--- src/rtl/kgp_ctrl_pkg.sv ---
// Shared constants and types for the KGP-RISC multicycle control FSM:
// opcodes, ALU/opcond encodings, FSM states and instruction classes.
package kgp_ctrl_pkg;

  localparam logic [5:0] OP_RTYPE = 6'h00;
  localparam logic [5:0] OP_LW    = 6'h20;
  localparam logic [5:0] OP_SW    = 6'h21;
  localparam logic [5:0] OP_BEQZ  = 6'h30;
  localparam logic [5:0] OP_BNEZ  = 6'h31;
  localparam logic [5:0] OP_J     = 6'h32;
  localparam logic [5:0] OP_HALT  = 6'h3F;
  // Upper opcode bits shared by the whole 6'h10-6'h1F ALU-immediate group
  localparam logic [1:0] OP_ALUI_HI = 2'b01;

  localparam logic [3:0] ALU_ADD = 4'h0;

  localparam logic [1:0] OPCOND_NPC = 2'b00;
  localparam logic [1:0] OPCOND_EQZ = 2'b01;
  localparam logic [1:0] OPCOND_NEZ = 2'b10;
  localparam logic [1:0] OPCOND_ALU = 2'b11;

  typedef enum logic [2:0] {
    StIf,
    StId,
    StEx,
    StMem,
    StWb,
    StHalt
  } state_e;

  typedef enum logic [3:0] {
    ClsRtype,
    ClsAlui,
    ClsLoad,
    ClsStore,
    ClsBeqz,
    ClsBnez,
    ClsJump,
    ClsHalt,
    ClsIllegal
  } cls_e;

endpackage

--- src/rtl/ctrl_decode.sv ---
// Combinational opcode classifier: maps ir[31:26] to an instruction class and
// extracts the ALU function (funct for R-type, opcode[3:0] for ALU-immediate).
module ctrl_decode
  import kgp_ctrl_pkg::*;
(
  input  logic [5:0] i_opcode,
  input  logic [3:0] i_funct,
  output cls_e       o_cls,
  output logic [3:0] o_alufunc
);

  always_comb begin
    o_cls     = ClsIllegal;
    o_alufunc = ALU_ADD;
    if (i_opcode[5:4] == OP_ALUI_HI) begin
      o_cls     = ClsAlui;
      o_alufunc = i_opcode[3:0];
    end else begin
      case (i_opcode)
        OP_RTYPE: begin
          o_cls     = ClsRtype;
          o_alufunc = i_funct;
        end
        OP_LW:   o_cls = ClsLoad;
        OP_SW:   o_cls = ClsStore;
        OP_BEQZ: o_cls = ClsBeqz;
        OP_BNEZ: o_cls = ClsBnez;
        OP_J:    o_cls = ClsJump;
        OP_HALT: o_cls = ClsHalt;
        default: o_cls = ClsIllegal;
      endcase
    end
  end

endmodule

--- src/rtl/multicycle_controller.sv ---
// KGP-RISC multicycle control FSM (IF/ID/EX/MEM/WB/HALT) with dmem ready handshake.
// Optional performance counters are enabled by defining CTRL_PERF_CNT_EN.
module multicycle_controller
  import kgp_ctrl_pkg::*;
(
  input  logic        i_clk,
  input  logic        i_rst_n,
  input  logic [31:0] i_ir,
  input  logic        i_dmem_ready,
  output logic        o_readim,
  output logic        o_ldir,
  output logic        o_ldnpc,
  output logic        o_lda,
  output logic        o_ldb,
  output logic        o_ldimm,
  output logic        o_alusel1,
  output logic        o_alusel2,
  output logic [3:0]  o_alufunc,
  output logic        o_aluen,
  output logic        o_ldaluout,
  output logic        o_readdmem,
  output logic        o_writedmem,
  output logic        o_ldlmd,
  output logic [1:0]  o_opcond,
  output logic        o_branch,
  output logic        o_ldpc,
  output logic        o_regwrite,
  output logic        o_selwb,
  output logic        o_halted,
`ifdef CTRL_PERF_CNT_EN
  output logic [31:0] o_cyc_cnt,
  output logic [31:0] o_instr_cnt,
`endif
  output logic        o_illegal
);

  state_e     r_state;
  state_e     w_state_d;
  logic       r_illegal;
  cls_e       w_cls;
  logic [3:0] w_alufunc;
  logic       w_unused_ir;

  assign w_unused_ir = ^i_ir[25:4];

  ctrl_decode u_decode (
    .i_opcode  (i_ir[31:26]),
    .i_funct   (i_ir[3:0]),
    .o_cls     (w_cls),
    .o_alufunc (w_alufunc)
  );

  always_comb begin
    w_state_d = r_state;
    case (r_state)
      StIf: w_state_d = StId;
      StId: begin
        if (w_cls == ClsHalt || w_cls == ClsIllegal) w_state_d = StHalt;
        else                                         w_state_d = StEx;
      end
      StEx: w_state_d = StMem;
      StMem: begin
        case (w_cls)
          ClsLoad:           if (i_dmem_ready) w_state_d = StWb;
          ClsStore:          if (i_dmem_ready) w_state_d = StIf;
          ClsRtype, ClsAlui: w_state_d = StWb;
          default:           w_state_d = StIf;
        endcase
      end
      StWb:    w_state_d = StIf;
      StHalt:  w_state_d = StHalt;
      default: w_state_d = StIf;
    endcase
  end

  always_ff @(posedge i_clk or negedge i_rst_n) begin
    if (!i_rst_n) begin
      r_state   <= StIf;
      r_illegal <= 1'b0;
    end else begin
      r_state <= w_state_d;
      if (r_state == StId && w_cls == ClsIllegal) r_illegal <= 1'b1;
    end
  end

  // Strobes are gated by reset so the datapath sees all zeros while reset is held
  always_comb begin
    o_readim    = 1'b0;
    o_ldir      = 1'b0;
    o_ldnpc     = 1'b0;
    o_lda       = 1'b0;
    o_ldb       = 1'b0;
    o_ldimm     = 1'b0;
    o_alusel1   = 1'b0;
    o_alusel2   = 1'b0;
    o_alufunc   = 4'h0;
    o_aluen     = 1'b0;
    o_ldaluout  = 1'b0;
    o_readdmem  = 1'b0;
    o_writedmem = 1'b0;
    o_ldlmd     = 1'b0;
    o_opcond    = OPCOND_NPC;
    o_branch    = 1'b0;
    o_ldpc      = 1'b0;
    o_regwrite  = 1'b0;
    o_selwb     = 1'b0;
    o_halted    = 1'b0;
    if (i_rst_n) begin
      case (r_state)
        StIf: begin
          o_readim = 1'b1;
          o_ldir   = 1'b1;
          o_ldnpc  = 1'b1;
        end
        StId: begin
          o_lda   = 1'b1;
          o_ldb   = 1'b1;
          o_ldimm = 1'b1;
        end
        StEx: begin
          o_aluen    = 1'b1;
          o_ldaluout = 1'b1;
          o_alufunc  = w_alufunc;
          case (w_cls)
            ClsRtype: o_alusel1 = 1'b1;
            ClsAlui, ClsLoad, ClsStore: begin
              o_alusel1 = 1'b1;
              o_alusel2 = 1'b1;
            end
            ClsBeqz, ClsBnez, ClsJump: o_alusel2 = 1'b1;
            default: ;
          endcase
        end
        StMem: begin
          case (w_cls)
            ClsLoad: begin
              o_readdmem = 1'b1;
              o_ldlmd    = i_dmem_ready;
              o_ldpc     = i_dmem_ready;
            end
            ClsStore: begin
              o_writedmem = 1'b1;
              o_ldpc      = i_dmem_ready;
            end
            ClsRtype, ClsAlui: o_ldpc = 1'b1;
            ClsBeqz: begin
              o_ldpc   = 1'b1;
              o_opcond = OPCOND_EQZ;
            end
            ClsBnez: begin
              o_ldpc   = 1'b1;
              o_opcond = OPCOND_NEZ;
            end
            ClsJump: begin
              o_ldpc   = 1'b1;
              o_branch = 1'b1;
            end
            default: ;
          endcase
        end
        StWb: begin
          o_regwrite = 1'b1;
          o_selwb    = (w_cls != ClsLoad);
        end
        StHalt:  o_halted = 1'b1;
        default: ;
      endcase
    end
  end

  assign o_illegal = r_illegal;

`ifdef CTRL_PERF_CNT_EN
  logic [31:0] r_cyc_cnt;
  logic [31:0] r_instr_cnt;

  always_ff @(posedge i_clk or negedge i_rst_n) begin
    if (!i_rst_n) begin
      r_cyc_cnt   <= 32'd0;
      r_instr_cnt <= 32'd0;
    end else begin
      if (r_state != StHalt) r_cyc_cnt <= r_cyc_cnt + 32'd1;
      if ((r_state == StMem || r_state == StWb) && w_state_d == StIf) begin
        r_instr_cnt <= r_instr_cnt + 32'd1;
      end
    end
  end

  assign o_cyc_cnt   = r_cyc_cnt;
  assign o_instr_cnt = r_instr_cnt;
`endif

endmodule

--- config.mk ---
export PLATFORM = sky130hd
export DESIGN_NAME = multicycle_controller
export DESIGN_NICKNAME = d
export VERILOG_FILES = /design/src/rtl/kgp_ctrl_pkg.sv /design/src/rtl/ctrl_decode.sv /design/src/rtl/multicycle_controller.sv
export SDC_FILE = /design/constraint.sdc
export NUM_CORES = 1
export LEC_CHECK = 0
export ABC_AREA = 1
export CORE_UTILIZATION = 26
export DETAILED_ROUTE_END_ITERATION = 8
export PLACE_DENSITY = 0.79
export SLEW_MARGIN = 20
export SYNTH_ARGS = -nofsm -noshare
export SYNTH_HDL_FRONTEND = slang
export SYNTH_SLANG_ARGS = --single-unit
--- constraint.sdc ---
create_clock -name i_clk -period 1.2 [get_ports i_clk]
set_input_delay 0.24 -clock i_clk [delete_from_list [all_inputs] [get_ports i_clk]]
set_output_delay 0.24 -clock i_clk [all_outputs]
set_load 0.1 [all_outputs]
==> qor.yml, run 1 <==
status: "finished, violations left"
violations: "setup timing"
cp_common_cell: "nand2_4"
wl_met3_um: 412
period_used_share: 1.58
warning_count: 52
setup_viol: 28
power_leader: "combinational cells"
synthFlopType: "dfrtp_1"
syn_inst: 110
synth_area_leader_cell: "dfrtp_1"
clock_path_buffers: 2
sw_frac_of_total: 0.568
power_switching_mw: 1.80
final_max_slew_viol_count: 0
drive_above_1_share: 0.788
avgSynthCellArea_um2: 5.58
dr.pass1.iters: 4
p_seq_uw: 265
pwr-share-comb: 0.850
cts_tree: "yes"
die_w_um: 50.6
finClkSkew_ps: 3.11
wl_met1_mm: 1.77
diodes: 0
hold_viol_final: 0
rsz0062_at_grt: "true"
p_comb_mw: 2.69
seqPwrFrac: 0.084
grt_max_degree: 7
synth_cell_types: 19
crit_cells: 8
critical_path_class: "reg -> out"
path_clk_slew_ps: 50
n_all_buffers: 89
lay_top_cells: "buf_4 (43), buf_12 (27), nor2_4 (13)"
met2_usage: 0.576
die_y_um: 50.6
instances_no_fill: 226
synthAoiAreaFrac: 0.112
netlist_top_cells_area: "dfrtp_1 (16%), nand2_1 (13%), nor2_1 (12%)"
fill_cells: 62
yosysTopAreaCellShare: 0.163
ant_nets: 0
crit_path_max_fanout: 5
flop_area_um2: 103
ys_cells: 110
timing.final.ws_setup_ps: -698
rrSetupSlack_ps: -200
worst_ir_drop_vdd_v: 0.00193
Fig. 1: run 1, metal 4
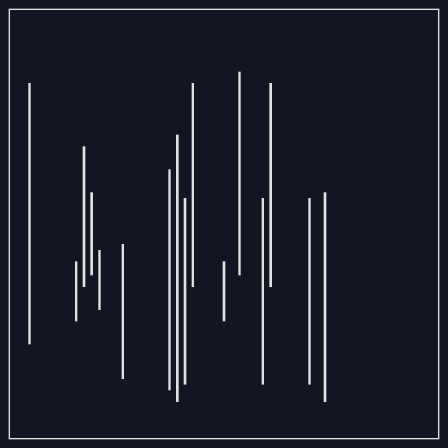
main direction = vertical
wire length on this layer = 311 um
share of all routed wire = 6.1%
longest straight run = 31.3 um
Routed WL: 5.11 mm
total number of vias: 1,228

Fig. 2: run 1, congestion heat map
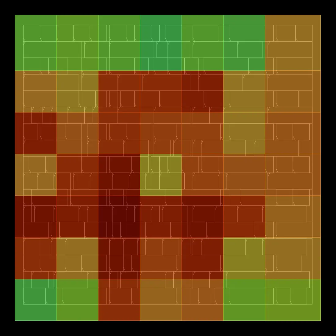
global routing usage on met1: 0.356
final core occ: 0.941
routed len/inst: 22.6 um
GRT Util Overall: 0.315
busiest grt layer: met2

Fig. 3: run 1, placement by cell class
Scale bar: 20 um.
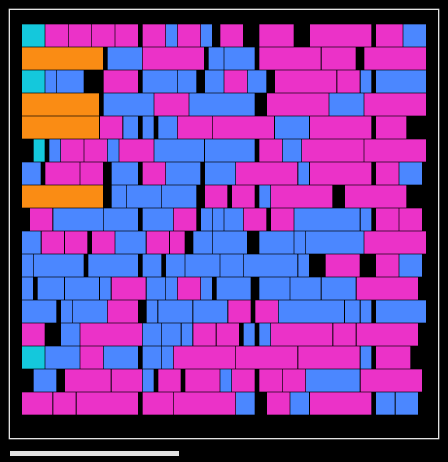
flops -> orange  # cells 4, share of their area 5.0%
other buffers and delay cells -> magenta  # cells 89, share of their area 52%
clock drivers and dummy loads -> cyan  # cells 4, share of their area 1.3%
combinational and other logic -> blue  # cells 101, share of their area 42%
flop share of the area: 0.0493
design area: 0.00208 mm^2
area of the core: 0.00221 mm^2
FP Rows: 17

--- run 2 (diff from run 1) ---
Settings changed: CORE_UTILIZATION 26 to 28, PLACE_DENSITY 0.79 to 0.81, SYNTH_HIERARCHICAL from default to 1.
==> qor.yml, run 2 <==
cts_setup_buffers: 16
synthFlopType: "dfrtp_1"
cts_resized: 83
floorplan.nets: 155
async_flop_share: 1.00
netlist_top_cells_area: "dfrtp_1 (15%), nand2_1 (13%), nor2_1 (13%)"
die_y_um: 50.9
ys_area_um2: 669
initial_utilization: 0.300
die_w_um: 50.9
htree_levels: 1
top_logic_kind: "simple AND/OR/NAND/NOR gates"
cts.sinks: 4
core.rowCount: 17
ys_cells: 120
synth-adder-area-share: 0
numPortBuffers: 37
gp_congestion: 0.838
ys_warn_count: 6
synthAoiAreaFrac: 0.0953
synth_cell_types: 21
place_area_mm2: 0.00188
status: "aborted with a tool error"
synth_area_leader_cell: "dfrtp_1"
clock_path_buffers: 2
avgSynthCellArea_um2: 5.58
yosysTopAreaCellShare: 0.150
place_inst: 220
synth-edff-count: 0
syn_inst: 120
error: "[ERROR DPL-0033] detailed placement checks failed during check placement."
ys_ff: 4
ys_seq_share: 0.150
numCtsBuffers: 3
ys_sh_mux: 0
synth_xor_xnor_area_share: 0
haltStage: "clock tree synthesis"
dp_slack_ps: -1210
dp_hpwl_mm: 2.90
--- run 3 (diff from run 2) ---
Settings changed: CORE_AREA from default to 2 2 63 65, CORE_UTILIZATION 28 to default, DIE_AREA from default to 0 0 65 67, PLACE_DENSITY 0.81 to default, PLACE_DENSITY_LB_ADDON from default to 0.15.
Clock period 1.2 ns to 1.55 ns, I/O delays scaled along.
Fig. 4: run 3, clock wires, drivers and flops
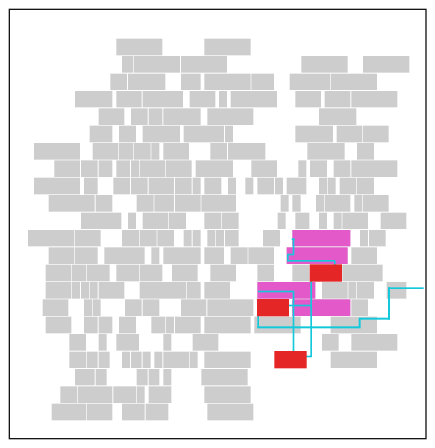
clock wires -> cyan  # length 87.5 um
clock drivers -> red  # count 3
flip-flops -> magenta  # count 4
routed clock nets = 4
Clk Latency, worst-skew pair: 210 ps
Clock power frac: 0.092
clock skew: 0.845 ps
Clock group: 213 uW

Fig. 5: run 3, metal 2
Scale bar: 20 um. Cells faint in the background.
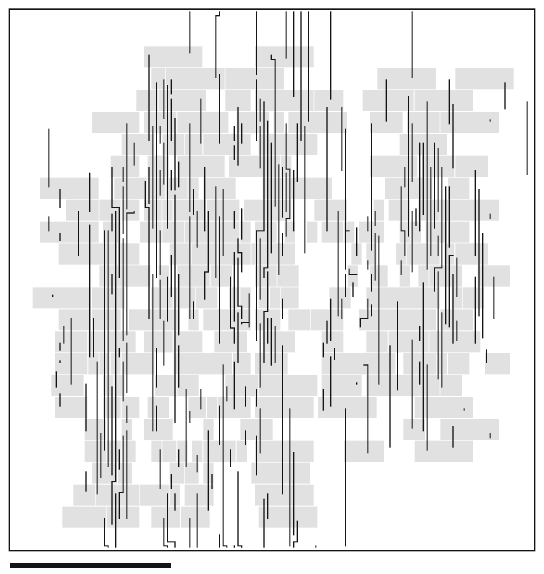
main direction = vertical
wire length on this layer = 1,700 um
total number of vias: 1,060
Routed WL: 2.83 mm
Global Route met2 Usage: 0.269

Fig. 6: run 3, placement by cell class
Scale bar: 20 um.
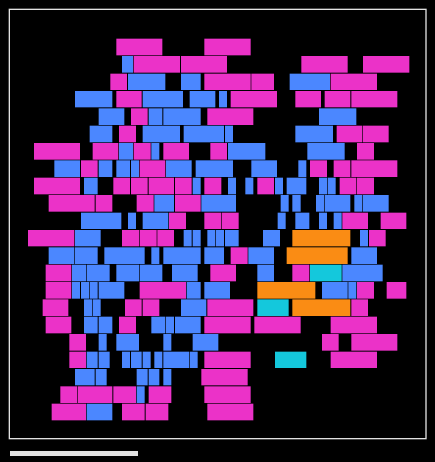
other buffers and delay cells -> magenta  # cells 88, share of their area 51%
clock drivers -> cyan  # cells 3, share of their area 1.9%
combinational and other logic -> blue  # cells 110, share of their area 42%
flops -> orange  # cells 4, share of their area 4.8%
flop share of the area: 0.0462
FP Rows: 22
design area: 0.00219 mm^2
final core occ: 0.608
area of the core: 0.00361 mm^2

==> qor.yml, run 3 <==
seqPwrFrac: 0.084
synth-adder-area-share: 0
drive_above_1_share: 0.751
grt_max_degree: 6
fill_cells: 303
status: "finished, violations left"
timing.final.ws_setup_ps: -402
cts.sinks: 4
hold_viol_final: 0
final_max_slew_viol_count: 0
die_y_um: 67
dr.pass1.iters: 2
dp_hpwl_mm: 2.10
lay_top_cells: "buf_4 (36), buf_12 (27), buf_6 (17)"
p_seq_uw: 194
die_w_um: 65
wl_met3_um: 112
synth-edff-count: 0
numPortBuffers: 37
synth_xor_xnor_area_share: 0
pwr-share-comb: 0.825
synthAoiAreaFrac: 0.0953
path_clk_slew_ps: 30
place_area_mm2: 0.00182
gp_congestion: 0.802
dp_slack_ps: -875
crit_cells: 11
cp_common_cell: "nor2_4"
wl_per_cell_um: 11.2
power_switching_mw: 1.21
synth_area_leader_cell: "dfrtp_1"
worst_ir_drop_vdd_v: 0.000307
diodes: 0
setup_viol: 26
async_flop_share: 1.00
power_leader: "combinational cells"
met1_usage: 0.139
ys_area_um2: 669
violations: "setup timing"
clock_path_buffers: 2
grt_busiest_layer: "met2"
critical_path_class: "in -> out"
syn_inst: 120
p_comb_mw: 1.91
synthFlopType: "dfrtp_1"
--- run 4 (diff from run 3) ---
Settings changed: ABC_CLOCK_PERIOD_IN_PS from default to 1550.
Fig. 7: run 4, clock wires, drivers and flops
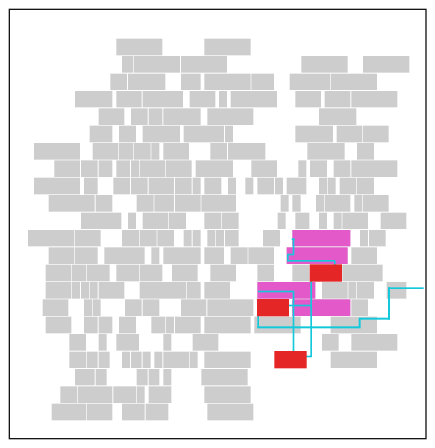
clock drivers -> red  # count 3
clock wires -> cyan  # length 87.5 um
flip-flops -> magenta  # count 4
routed clock nets = 4
flops lie = middle right

Fig. 8: run 4, metal 2
Scale bar: 20 um. Cells faint in the background.
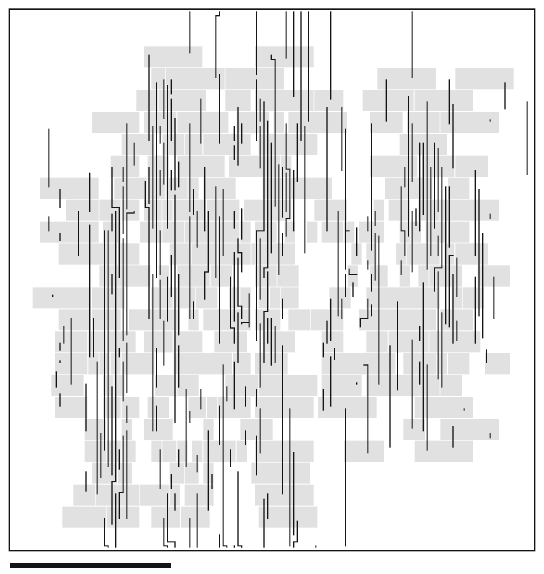
share of all routed wire = 60%
main direction = vertical
nets with wire on the layer = 190

Fig. 9: run 4, placement by cell class
Scale bar: 20 um.
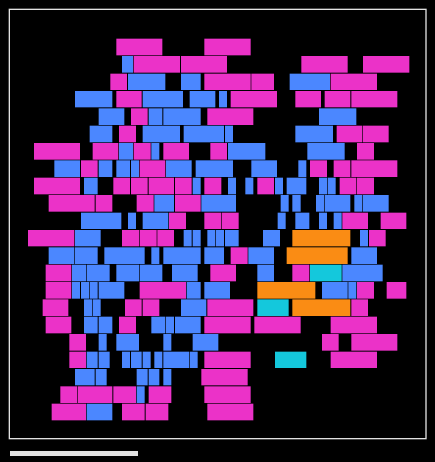
clock drivers -> cyan  # cells 3, share of their area 1.9%
other buffers and delay cells -> magenta  # cells 88, share of their area 51%
flops -> orange  # cells 4, share of their area 4.8%
combinational and other logic -> blue  # cells 110, share of their area 42%

==> qor.yml, run 4 <==
status: "finished, violations left"
violations: "setup timing"
p_seq_uw: 194
worst_ir_drop_vdd_v: 0.000307
synth_area_leader_cell: "dfrtp_1"
numCtsBuffers: 3
fill_cells: 303
power_switching_mw: 1.21
totalWireLength_mm: 2.83
setup_viol: 26
async_flop_share: 1.00
die_w_um: 65
grt_usage: 0.130
clock_path_buffers: 2
grt_max_degree: 6
timing.final.ws_setup_ps: -402
ys_sh_mux: 0
crit_cells: 11
synth_xor_xnor_area_share: 0
ys_seq_share: 0.150
die_y_um: 67
seqPwrFrac: 0.084
synth-edff-count: 0
p_comb_mw: 1.91
clkPwrFrac: 0.092
synthFlopType: "dfrtp_1"
path_clk_slew_ps: 30
gp_congestion: 0.802
floorplan.nets: 155
met1_usage: 0.139
ant_nets: 0
grt_busiest_layer: "met2"
lay_top_cells: "buf_4 (36), buf_12 (27), buf_6 (17)"
cp_common_cell: "nor2_4"
dr.pass1.iters: 2
instances_no_fill: 253
cts_resized: 81
top_logic_kind: "simple AND/OR/NAND/NOR gates"
netlist_top_cells_area: "dfrtp_1 (15%), nand2_1 (13%), nor2_1 (13%)"
rrSetupSlack_ps: 260
final_max_slew_viol_count: 0
place_area_mm2: 0.00182
utilization: 0.608
critical_path_class: "in -> out"
Power and IR drop assume default switching activity.
